### src/rtl/instr_fetch.sv
// rtl/instr_fetch.sv - single-outstanding instruction fetch stage with hold/redirect
package instr_fetch_pkg;

  // Major opcodes (instr[6:0]) of the base integer ISA
  typedef enum logic [6:0] {
    OP_LOAD     = 7'h03,
    OP_MISC_MEM = 7'h0F,
    OP_IMM      = 7'h13,
    OP_AUIPC    = 7'h17,
    OP_STORE    = 7'h23,
    OP_REG      = 7'h33,
    OP_LUI      = 7'h37,
    OP_BRANCH   = 7'h63,
    OP_JALR     = 7'h67,
    OP_JAL      = 7'h6F,
    OP_SYSTEM   = 7'h73
  } opcode_e;

  // funct3 (instr[14:12]); every encoding is named so any slice is a member
  typedef enum logic [2:0] {
    F3_ADD_SUB = 3'd0,
    F3_SLL     = 3'd1,
    F3_SLT     = 3'd2,
    F3_SLTU    = 3'd3,
    F3_XOR     = 3'd4,
    F3_SRL_SRA = 3'd5,
    F3_OR      = 3'd6,
    F3_AND     = 3'd7
  } funct3_e;

  // funct7 (instr[31:25]) values used by the base and M extensions
  typedef enum logic [6:0] {
    F7_BASE   = 7'h00,
    F7_MULDIV = 7'h01,
    F7_ALT    = 7'h20
  } funct7_e;

endpackage

module instr_fetch
  import instr_fetch_pkg::*;
#(
  parameter logic [31:0] RESET_PC = 32'h0000_0000
) (
  input  logic        clk,
  input  logic        rst_n,
  output logic        imem_req_valid,
  input  logic        imem_req_ready,
  output logic [31:0] imem_addr,
  input  logic        imem_rsp_valid,
  input  logic [31:0] imem_rsp_data,
  output logic [31:0] instr,
  output logic        instr_valid,
  input  logic        instr_ready,
  output logic [31:0] pc,
  output logic [31:0] pc_plus4,
  output opcode_e     op,
  output funct3_e     funct3,
  output funct7_e     funct7,
  input  logic        pc_src,
  input  logic [31:0] pc_target,
  output logic        misaligned
);

  localparam logic [31:0] NOP = 32'h0000_0013;

  typedef enum logic [1:0] {
    S_REQ  = 2'd0,
    S_WAIT = 2'd1,
    S_HOLD = 2'd2
  } state_e;

  state_e      state;
  state_e      next_state;
  logic [31:0] fetch_pc;
  logic [31:0] next_fetch_pc;
  logic        req_valid_c;
  logic        instr_valid_c;
  logic        capture;
  logic        accept;
  logic        target_misaligned;

  // State register; reset always parks the FSM in REQ, abandoning any transaction
  always_ff @(posedge clk or negedge rst_n) begin
    if (!rst_n) begin
      state <= S_REQ;
    end else begin
      state <= next_state;
    end
  end

  // Next-state and handshake decode; responses are only looked at in WAIT
  always_comb begin
    next_state    = state;
    req_valid_c   = 1'b0;
    instr_valid_c = 1'b0;
    capture       = 1'b0;
    accept        = 1'b0;
    case (state)
      S_REQ: begin
        req_valid_c = 1'b1;
        if (imem_req_ready) begin
          next_state = S_WAIT;
        end
      end
      S_WAIT: begin
        if (imem_rsp_valid) begin
          capture    = 1'b1;
          next_state = S_HOLD;
        end
      end
      S_HOLD: begin
        instr_valid_c = 1'b1;
        if (instr_ready) begin
          accept     = 1'b1;
          next_state = S_REQ;
        end
      end
      default: begin
        next_state = S_REQ;
      end
    endcase
  end

  // Outputs are forced low while reset is held so nothing is requested or presented
  assign imem_req_valid = req_valid_c & rst_n;
  assign instr_valid    = instr_valid_c & rst_n;
  assign imem_addr      = {fetch_pc[31:2], 2'b00};

  assign pc_plus4          = pc + 32'd4;
  assign target_misaligned = pc_target[1:0] != 2'b00;

  // Redirect targets are word-aligned by dropping the low bits
  assign next_fetch_pc = pc_src ? {pc_target[31:2], 2'b00} : pc_plus4;

  // Fetch address advances only when decode accepts the held instruction
  always_ff @(posedge clk or negedge rst_n) begin
    if (!rst_n) begin
      fetch_pc <= RESET_PC;
    end else if (accept) begin
      fetch_pc <= next_fetch_pc;
    end
  end

  // Capture the returned word and the address it was fetched from
  always_ff @(posedge clk or negedge rst_n) begin
    if (!rst_n) begin
      instr <= NOP;
      pc    <= RESET_PC;
    end else if (capture) begin
      instr <= imem_rsp_data;
      pc    <= fetch_pc;
    end
  end

  // One-cycle flag for a redirect whose target had nonzero low bits
  always_ff @(posedge clk or negedge rst_n) begin
    if (!rst_n) begin
      misaligned <= 1'b0;
    end else begin
      misaligned <= accept & pc_src & target_misaligned;
    end
  end

  // Decoded fields are direct slices of the held instruction
  assign op     = opcode_e'(instr[6:0]);
  assign funct3 = funct3_e'(instr[14:12]);
  assign funct7 = funct7_e'(instr[31:25]);

endmodule

### config.mk
export PLATFORM = sky130hd
export DESIGN_NAME = instr_fetch
export DESIGN_NICKNAME = d
export VERILOG_FILES = /design/src/rtl/instr_fetch.sv
export SDC_FILE = /design/constraint.sdc
export NUM_CORES = 1
export LEC_CHECK = 0
export ABC_AREA = 1
export CAP_MARGIN = 10
export CELL_PAD_IN_SITES_DETAIL_PLACEMENT = 0
export CELL_PAD_IN_SITES_GLOBAL_PLACEMENT = 2
export CORE_AREA = 2 2 175 126
export CTS_CLUSTER_DIAMETER = 40
export DETAILED_ROUTE_END_ITERATION = 10
export DIE_AREA = 0 0 177 128
export PLACE_DENSITY_LB_ADDON = 0.1
export SYNTH_ARGS = -nofsm -noshare
export SYNTH_HDL_FRONTEND = slang
export SYNTH_SLANG_ARGS = --single-unit
export TNS_END_PERCENT = 50
### constraint.sdc
create_clock -name clk -period 1.7 [get_ports clk]
set_input_delay 0.17 -clock clk [delete_from_list [all_inputs] [get_ports clk]]
set_output_delay 0.17 -clock clk [all_outputs]
set_load 0.01 [all_outputs]
Figure 1. Zoomed window.
Region (118, 17) to (148, 47) um. Cells in gray, sequential cells in the stronger gray; small squares are vias.
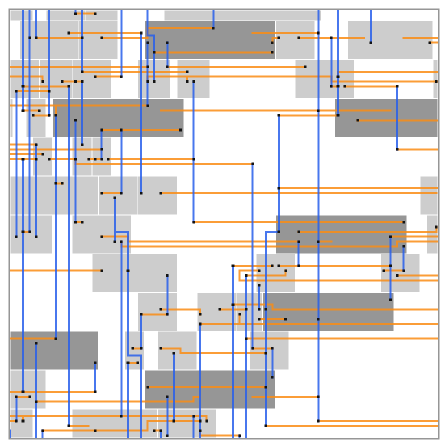
- orange: met1
- blue: met2
- netlist names of flops here include: pc (6), fetch_pc (1)
- cells with their middle in the window: 38
- most frequent: buf_4 (12), dfrtp_1 (7)
- sequential cells in the window: 7

Figure 2. Sizing map.
The bar under the picture is 50 um long.
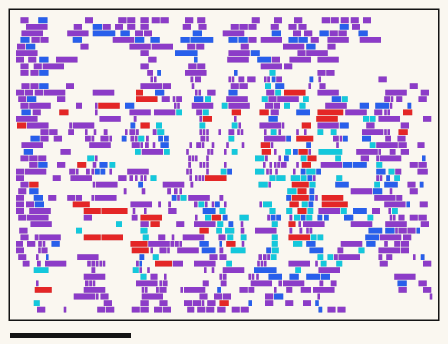
- red: drive 6 and up (cells 48; share 6.0%)
- cyan: drive 3 to 4 (cells 95; share 12%)
- purple: drive 1 or less (cells 528; share 66%)
- blue: drive 2 (cells 124; share 16%)

Figure 3. Clock nets.
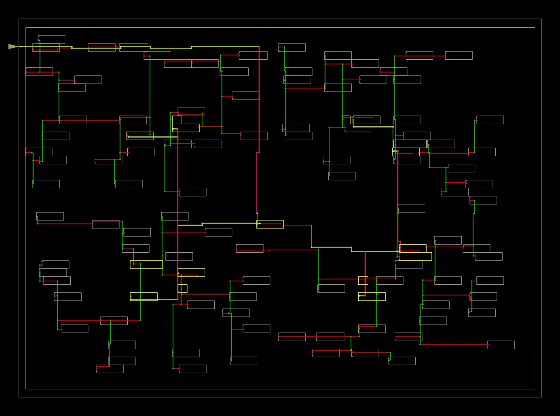
clock sink count: 99
worst skew pair latency: 0.36 ns
clock skew: 0.00715 ns

==> out/metrics.cfg <==
[final_timing]
hold_violations = 0
grt_setup_unrepaired = yes
setup_viol = 28
setup_slack_ns = -0.316
period_needed_ns = 2.02
holdWs_ns = 0.351

[route]
dr.pass1.iters = 4
via_per_inst = 4.15
highest_layer = met4
met1_length_um = 8330
postRouteAntennaNets = 0
route.detailed.wl_per_inst_um = 15.8
vias = 4470

[cells_and_area]
clkCellAreaFrac_pct = 4.07
sh_seq_area_pct = 29.0
utilization_pct = 40.6
antenna_cells = 0
drive_gt1_share_pct = 33.6
seq_area_um2 = 2480
area_delta_synth_final_pct = 65.7
stdcell_area_um2 = 8570
buffer_area_share_pct = 34.7

[setup_path]
crit_family = simple AND/OR/NAND/NOR gates
ff2ff_path_depth = 10
cp_cell_sequence = buf_6, inv_2, nor2_4, nand2_2, nor2_4, buf_12, buf_4, nand2_1, nand2_1, nand2_2, buf_6
crit_buf_inv = 5
worstPathMaxFanout = 2
crit_path_end_kind = output pin
cp-startpoint = pc[2]$_DFFE_PN0P_

[grt]
grt.met3_usage_pct = 4.48
grt_pass1_vias = 4741
grt_start_max_net_pins = 100

[outcome]
status = finished, violations left
violations = negative setup slack

[synthesis]
async_reset_ff_share_pct = 100
top_cells_by_count = nand2_1 (123), dfrtp_1 (96), buf_4 (54)
synth.cellmix.simpleShare_pct = 19.0
syn_inst = 531
synth-edff-count = 0

[power]
top_power_group = combinational logic
combPwrFrac_pct = 55.8
power_mw = 15.6
comb_power_mw = 8.69

[placement]
place_inst = 1029
detailed_place_hpwl_um = 12900

[clock_network]
cts_tree = built
htreeDepth = 3

[die]
dieArea_um2 = 22700

Figure 4. Clock wires, drivers and flops.
The bar under the picture is 50 um long.
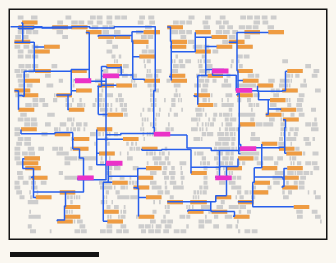
- blue: clock wires (length 1620 um)
- magenta: cells driving clock nets (count 9)
- orange: flip-flops (count 99)
- routed clock nets: 10
- flops lie: all over the die

Figure 5. Register map, names as in the netlist.
The bar under the picture is 50 um long.
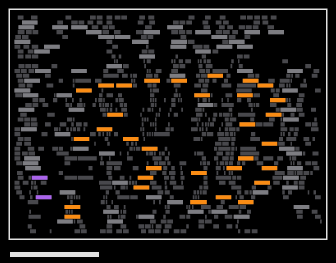
- orange: pc (sequential cells 32)
- purple: state (sequential cells 2)

